==> config.mk <==
export PLATFORM = sky130hd
export DESIGN_NAME = spi_master_param
export DESIGN_NICKNAME = d
export VERILOG_FILES = /design/src/rtl/spi_master_param.sv
export SDC_FILE = /design/constraint.sdc
export NUM_CORES = 1
export LEC_CHECK = 0
export CAP_MARGIN = 15
export CORE_UTILIZATION = 30
export DETAILED_ROUTE_END_ITERATION = 7
export GPL_ROUTABILITY_DRIVEN = 0
export SLEW_MARGIN = 25
export SYNTH_ARGS = -nofsm -noshare
export SYNTH_HDL_FRONTEND = slang
export SYNTH_SLANG_ARGS = --single-unit
export TNS_END_PERCENT = 100
==> constraint.sdc <==
create_clock -name clk -period 2.3 [get_ports clk]
set_clock_uncertainty 0.1 [all_clocks]
set_input_delay 0.345 -clock clk [delete_from_list [all_inputs] [get_ports clk]]
set_output_delay 0.345 -clock clk [all_outputs]
set_load 0.01 [all_outputs]
==> src/rtl/spi_master_param.sv <==
`default_nettype none
// spi_master_param: full-duplex SPI master with DATA_W-bit frames, all four SPI modes,
// selectable bit order and NUM_CS active-low chip selects; sclk is a clk-driven register.
module spi_master_param #(
  parameter int DATA_W    = 12,
  parameter int CLK_DIV   = 4,
  parameter bit CPOL      = 1'b0,
  parameter bit CPHA      = 1'b0,
  parameter bit LSB_FIRST = 1'b1,
  parameter int NUM_CS    = 1,
  localparam int CS_W     = (NUM_CS > 1) ? $clog2(NUM_CS) : 1
) (
  input  logic              clk,
  input  logic              rst_n,
  input  logic              newd,
  input  logic [DATA_W-1:0] din,
  input  logic [CS_W-1:0]   cs_sel,
  output logic              ready,
  output logic              busy,
  output logic              sclk,
  output logic [NUM_CS-1:0] cs,
  output logic              mosi,
  input  logic              miso,
  output logic [DATA_W-1:0] dout,
  output logic              done
);

  localparam logic [1:0] S_IDLE  = 2'd0;
  localparam logic [1:0] S_START = 2'd1;
  localparam logic [1:0] S_SHIFT = 2'd2;
  localparam logic [1:0] S_STOP  = 2'd3;

  localparam int TICK_W = (CLK_DIV > 1) ? $clog2(CLK_DIV) : 1;
  localparam int EDGE_W = $clog2(2 * DATA_W + 1);
  localparam logic [TICK_W-1:0] TICK_LAST = TICK_W'(CLK_DIV - 1);
  localparam logic [EDGE_W-1:0] EDGE_LAST = EDGE_W'(2 * DATA_W);

  logic [1:0]        state;
  logic [TICK_W-1:0] tick;
  logic [EDGE_W-1:0] edge_cnt;
  logic [DATA_W-1:0] tx_sh;
  logic [DATA_W-1:0] rx_sh;
  logic [NUM_CS-1:0] cs_dec;

  logic              tick_end;
  logic              do_edge;
  logic              leading;
  logic              drive_bit;
  logic              sample_bit;
  logic              next_bit;
  logic              din_first;
  logic [DATA_W-1:0] din_rest;
  logic [DATA_W-1:0] tx_next;
  logic [DATA_W-1:0] rx_next;

  // Out-of-range indices match no slot, so every select stays high.
  always_comb begin
    cs_dec = '1;
    for (int i = 0; i < NUM_CS; i++) begin
      if (cs_sel == CS_W'(i)) cs_dec[i] = 1'b0;
    end
  end

  // edge_cnt is the index of the next sclk edge; even indices are leading edges.
  assign tick_end   = (tick == TICK_LAST);
  assign do_edge    = tick_end && ((state == S_START) ||
                                   ((state == S_SHIFT) && (edge_cnt != EDGE_LAST)));
  assign leading    = ~edge_cnt[0];
  assign drive_bit  = do_edge && (CPHA ? leading
                                       : (!leading && (edge_cnt != (EDGE_LAST - 1'b1))));
  assign sample_bit = do_edge && (CPHA ? !leading : leading);

  assign next_bit  = LSB_FIRST ? tx_sh[0] : tx_sh[DATA_W-1];
  assign tx_next   = LSB_FIRST ? {1'b0, tx_sh[DATA_W-1:1]} : {tx_sh[DATA_W-2:0], 1'b0};
  assign rx_next   = LSB_FIRST ? {miso, rx_sh[DATA_W-1:1]} : {rx_sh[DATA_W-2:0], miso};
  assign din_first = LSB_FIRST ? din[0] : din[DATA_W-1];
  assign din_rest  = LSB_FIRST ? {1'b0, din[DATA_W-1:1]} : {din[DATA_W-2:0], 1'b0};

  assign ready = (state == S_IDLE);
  assign busy  = ~ready;

  always_ff @(posedge clk or negedge rst_n) begin
    if (!rst_n) begin
      state    <= S_IDLE;
      tick     <= '0;
      edge_cnt <= '0;
      sclk     <= CPOL;
      cs       <= '1;
      mosi     <= 1'b0;
      dout     <= '0;
      done     <= 1'b0;
      tx_sh    <= '0;
      rx_sh    <= '0;
    end else begin
      done <= 1'b0;
      case (state)
        S_IDLE: begin
          if (newd) begin
            state    <= S_START;
            tick     <= '0;
            edge_cnt <= '0;
            cs       <= cs_dec;
            rx_sh    <= '0;
            // CPHA=0 slaves sample on the first edge, so bit 0 must already be on the wire.
            if (!CPHA) begin
              mosi  <= din_first;
              tx_sh <= din_rest;
            end else begin
              tx_sh <= din;
            end
          end
        end
        S_START, S_SHIFT: begin
          if (!tick_end) begin
            tick <= tick + 1'b1;
          end else begin
            tick <= '0;
            if ((state == S_SHIFT) && (edge_cnt == EDGE_LAST)) begin
              state <= S_STOP;
              cs    <= '1;
              mosi  <= 1'b0;
              done  <= 1'b1;
              dout  <= rx_sh;
            end else begin
              state    <= S_SHIFT;
              sclk     <= ~sclk;
              edge_cnt <= edge_cnt + 1'b1;
            end
          end
          if (drive_bit) begin
            mosi  <= next_bit;
            tx_sh <= tx_next;
          end
          if (sample_bit) rx_sh <= rx_next;
        end
        S_STOP: begin
          if (!tick_end) begin
            tick <= tick + 1'b1;
          end else begin
            tick  <= '0;
            state <= S_IDLE;
          end
        end
        default: state <= S_IDLE;
      endcase
    end
  end

endmodule
`default_nettype wire

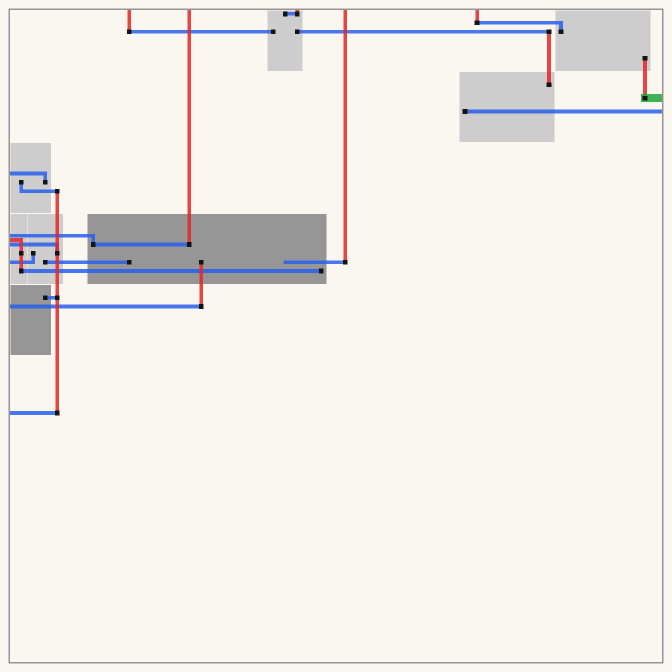
**Above:** close-up of the layout.
Window x 55 to 80, y 10 to 35 um. Cells in grey, sequential cells in the stronger grey; small squares are vias.
colour	layer
red	M2
blue	M1
green	M3
cells with their middle in the window	5
most frequent	clkdlybuf4s50_1 (2)
sequential cells in the window	1
netlist names of flops here include	`tick` (1)

==> job_summary.md <==
### Yosys + OpenROAD results

| Metric | Value |
|---|---|
| R2r setup slk | `150 ps` |
| Die Width | `90.27 um` |
| HPWL after detailed placement | `2.950 mm` |
| Clock Latency Late Sink | `280 ps` |
| Chip Area, Yosys | `0.002337 sq mm` |
| Dominant register cell | `dfrtp_1` |
| Mapped Nets | `210` |
| Met3 Wirelength | `122 um` |
| Postcts setup bufs | `0` |
| Deepest clock path buffer count | `2` |
| Wirelength per Cell | `12.66 um` |
| Ports | `35` |
| CTS Sinks | `48` |
| Synth cell count leaders | `dfrtp_1, mux2_2, a22o_1` |
| Worst slew margin | `59.60%` |
| Placed insts | `318` |
| Required time of the critical path | `2380 ps` |
| Pint | `1.212 mW` |
| Worst-margin pin slew | `605.9 ps` |
| Syn Area/Cell | `12.63 sq um` |
| Synth async-reset ratio | `100.0%` |
| Hold_buf cts | `0` |
| Die Ht | `90.27 um` |
| Area Overhead vs Synth | `24.30%` |
| Tot GR Track Use | `10.76%` |
| Initial antenna violation count | `0` |
| Status | `completed` |
| Yosys cell count | `185` |
| Max Slew Vio Count | `0` |
| Setup violators final | `0` |
| Combinational power | `59.4 uW` |
| Overall power | `1.504 mW` |
| Critical Path AT | `2220 ps` |
| Die area | `0.008148 sq mm` |
| Clock-pin slew on the worst setup and hold paths | `90 ps` |
| Critical path peak fanout | `7` |
| Post-Layout Cell Count | `326` |
| Psw | `291.8 uW` |
| Post-synth EDFFs | `0` |
| Antenna diode count | `0` |
| Largest power group | `registers` |
| Fin nets | `251` |
| Design area | `0.002905 sq mm` |
| Crit end category | `flip-flop` |
| Pre-antenna DRT Iters | `4` |
| Remaining antenna violation count | `0` |
| Vias per cell | `4.580` |
| Area leader share | `50.32%` |
| Syn Inst Count | `185` |
| Total CTS buffers | `5` |
| Core area | `0.007408 sq mm` |
| Final Hold Viols | `0` |
| Met1 usage | `15.08%` |
| Synth warnings | `0` |
| Yosys top cell by area | `dfrtp_1` |
| Fmax | `466.1 MHz` |
| Pwr dens | `517.6 mW/mm^2` |
| Met3 Resource Use GR | `2.778%` |
| Layout cell share with drive strength beyond 1 | `20.70%` |
| Fp_density | `31.55%` |
| Worst slack at placement | `185.3 ps` |
| Vias in the first global route | `1451` |
| Fraction of power spent switching nets | `19.40%` |
| Seq/Total Area, Yosys | `51.45%` |
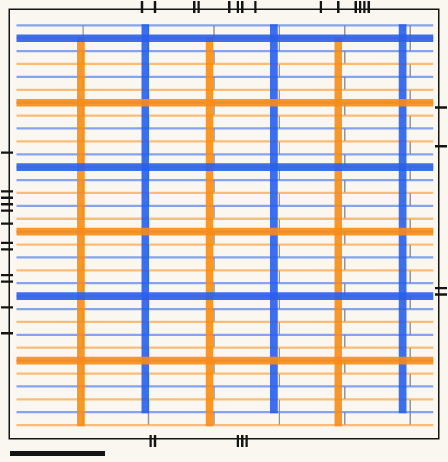
**Above:** floorplan with the power grid.
The bar under the picture is 20 um long. Pins as bars on the die edge. Tap cells in grey.
colour	net
orange	VSS
blue	VDD
tap cells	99
signal pins	35
met5 straps	6
met4 straps	6

-- logic make-up (layout without fill, tap and decap cells) --
kind of cell / after synthesis / in the layout / synth area share, %
flops: 48 / 48 / 51.45
compound gates: 38 / 38 / 11.94
mux: 35 / 35 / 18.20
simple gates: 34 / 34 / 8.833
buf+inv: 21 / 63 / 4.925
fa+ha+maj: 8 / 8 / 4.283
xor+xnor: 1 / 1 / 0.3748
-- critical path, stage by stage, from the launching register on --
cell and delay, ps:
dfrtp_1 390, inv_1 100, ha_1 390, nand2b_1 220, a21o_1 260, a31oi_1 220
mux2_2 350
-- registers in the layout, summed over array words and instances, names as in the netlist --
signal and flops:
cs 1, done 1, rx_sh 12, tx_sh 11, tick 2, edge_cnt 5
mosi 1, dout 12, state 2, sclk 1
-- placed cells by master, fill, tap and decap left out, types with 3 or more instances in the layout --
cell / n
a21oi_1: 8
a22o_1: 12
buf_4: 10
clkbuf_8: 5
clkdlybuf4s50_1: 33
dfrtp_1: 47
ha_1: 8
inv_1: 11
mux2_1: 9
mux2_2: 15
mux2_4: 9
nand2_1: 7
nand2b_1: 5
nand3_1: 3
nor2_1: 4
nor4_1: 3
o21ai_0: 3
-- worst paths after layout --
kind / startpoint / to / cells after the start
min: rst_n / done / 2
max: state[0] / mosi / 6
min in group clk: tx_sh[1] / tx_sh[1] / 1
max reg2reg: state[0] / mosi / 6
min reg2reg: tx_sh[1] / tx_sh[1] / 1
max in group asynchronous: rst_n / edge_cnt[3] / 2
-- area by class of cell --
| class | instances | area (sq um) |
|---|---|---|
| multi-input combinational | 116 | 1020 |
| timing repair buffer | 44 | 410.4 |
| clock inverter | 2 | 35.03 |
| fill | 715 | 4503 |
| tap | 99 | 123.9 |
| clock buffer | 6 | 72.57 |
| inverter | 11 | 41.29 |
| sequential | 48 | 1202 |
No activity file was given, so power comes from the tool's default toggle rates.
